Design johnson_phase_monitor, sky130hd; sources not shown.
Figure 1. Supply network.
Scale: 6 px per um. Pins as bars on the die edge. Tap cells in grey.
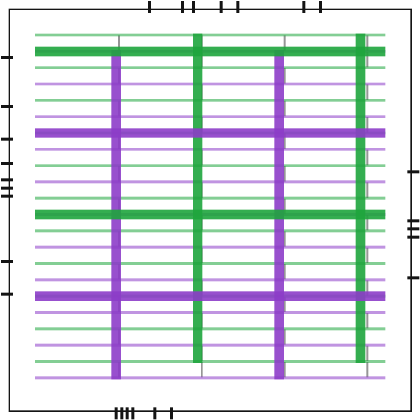
[green] VDD
[purple] VSS
met1 rails: 22
met5 straps: 4
rows: 21
met4 straps: 4
Core Area: 0.00334 mm2
worst vdd ir: 0.254 mV
DIE WIDTH: 66.7 um

Figure 2. Clock nets.
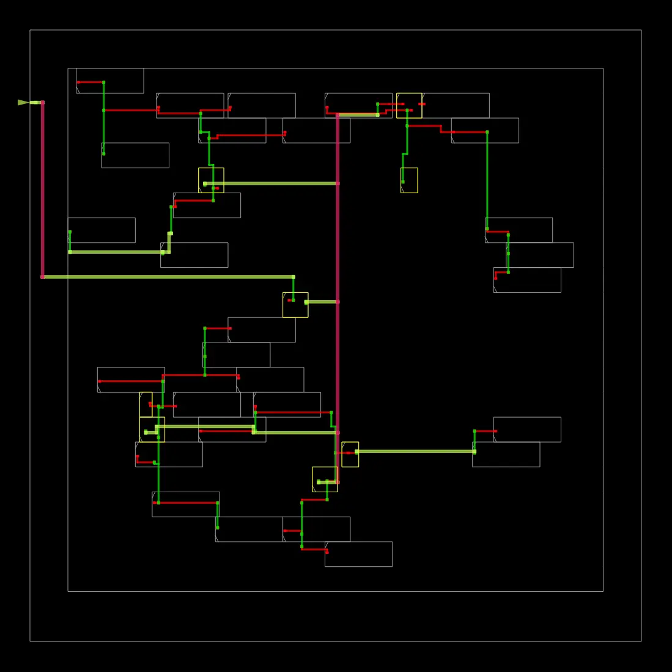
Flop Count: 29
clock distribution power: 0.195 mW
TritonCTS Sinks: 29
total CTS buffers: 5

Figure 3. The metal 3 layer.
Scale: 4 px per um.
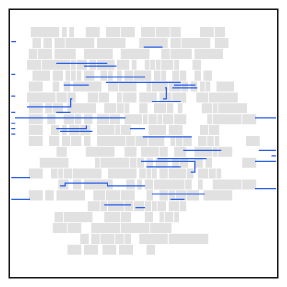
nets with wire on the layer: 33
longest straight run: 27.4 um
main direction: horizontal
share of all routed wire: 6.9%
DR vias: 1713
Total Routed Length: 4130 um
met3 Resource Use GR: 0.0540

Figure 4. Signal wires by layer.
Scale: 6 px per um.
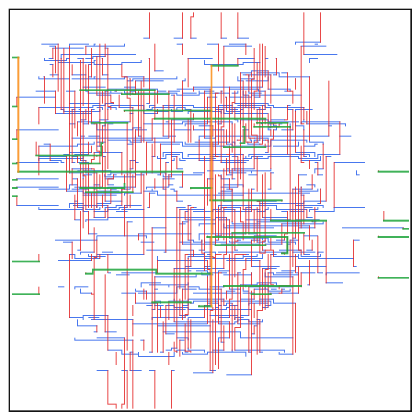
[blue] metal 1 | wire length: 1880 um
[red] metal 2 | wire length: 1910 um
[green] metal 3 | wire length: 287 um
[orange] metal 4 | wire length: 59.2 um
total track usage: 0.199
DR WL/cell: 14.5 um

Figure 5. Signal wires on met2.
Scale: 4 px per um.
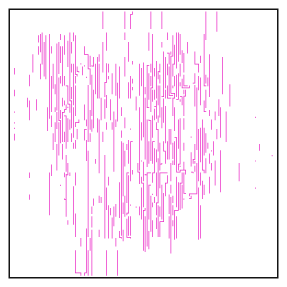
main direction: vertical
wire length on this layer: 1910 um
global-route track usage on met2: 0.312

==> results.yml <==
# flow metrics
timing:
  fin_crit_ns: 2.96
  rsz0062_at_grt: "no"
  period_used_share: 0.845
  setup_viol: 0
  hold_violations: 0
pwr:
  p_leak_nw: 0.729
  power_density_mw_per_mm2: 304
  maxPowerGroup: "registers"
  seqPwrFrac: 0.546
  power_switching_mw: 0.192
  comb_power_share: 0.157
  power_frac_clock: 0.297
clock_network:
  cts_tree: "done"
  cts.clk_slew.worst_paths_ns: 0.10
  clock_path_buffers: 2
  clkLatencyLatePin_ns: 0.34
  h-tree-depth: 2
yosys:
  yosysChipArea_mm2: 0.00186
  synth_nets: 230
  edf_count: 0
  ys_cells: 213
  flop_cell: "dfxtp_1"
  top_area_cell: "dfxtp_1"
  syn-mean-instance-area_um2: 8.75
  top_area_frac: 0.312
  synthArstFlopShare: 0
global_routing:
  antenna_found_initial: 0
  grt_pass1_vias: 1574
run_status:
  run_status: "complete, no violations"
floorplanning:
  fp_util: 0.558
  rows: 21
  ioPinCount: 27
layout:
  layout-drive-gt1-share: 0.139
  layout_top_cells: "29 x dfxtp_1, 26 x clkdlybuf4s50_1, 17 x a21oi_1"
  area_delta_synth_final_pct: 15.8
route:
  viasPerCell: 6.03
  dr.pass1.iters: 4
critical_path:
  cp_max_fo: 10
placement:
  placed_cell_area_mm2: 0.00211
  portBuffers: 26
[cells in the mapped netlist (2+ instances only)]
master	n
o31ai_1	6
nand2_1	15
nor2_1	16
or2_2	3
ha_1	7
nand4_1	6
a21oi_2	2
a21oi_1	17
nor2b_1	11
buf_2	2
inv_1	8
nand3b_1	2
nand2b_1	2
o21ai_0	4
and3_1	3
clkbuf_1	3
a211oi_1	3
buf_6	6
dfxtp_1	29
nor3_1	6
nor4b_2	2
a22o_1	2
or4_1	6
xor2_1	3
or3_1	2
and2_1	2
nand3_1	4
a2111oi_0	2
a31oi_1	4
xnor2_1	2
[per-stage QoR]
stage,utilization,setup slack [ns],hold slack [ns],cells,total power [mW]
finish,0.647,0.541,0.303,284,0.656
global route,0.647,0.383,0.349,284,0.690
CTS,0.647,0.551,0.310,284,0.659
detailed placement,0.631,0.586,0.293,276,0.466
global placement,0.631,0.664,0.280,276,0.463
floorplan,-,0.870,0.281,213,0.440
[worst max-delay path: stages, from the launching register on]
cell	delay, ns
dfxtp_1	0.50
or3b_4	0.49
nor3_2	0.16
a31oi_1	0.17
and3_4	0.23
o211ai_2	0.19
a21oi_2	0.12
buf_4	0.18
or4_1	0.51
a21oi_1	0.15
[layout make-up]
type                    instances  area share
inverters                       8      0.0139
flip-flops and latches         29       0.269
well taps                      46      0.0267
clock buffers                   6      0.0191
clock inverters                 2     0.00464
multi-input cells             164       0.536
repair buffers                 29       0.131
[kinds of logic after synthesis]
logic type	share of synthesized area
and+or+nand+nor	0.308
AOI/OAI and AO/OA	0.229
DFF	0.312
buffers and inverters	0.0678
adders and majority gates	0.0470
xor gates and xnor gates	0.0235
muxes	0.0134
[routing by layer]
metal,wire length (um),global-route usage,up-vias
met2,1900,0.312,66
met4,59,0.0812,0
met1,1880,0.255,795
li1,-,-,845
met3,286,0.0540,7
met5,0,0,-
Power is estimated from default activity; no workload was simulated.
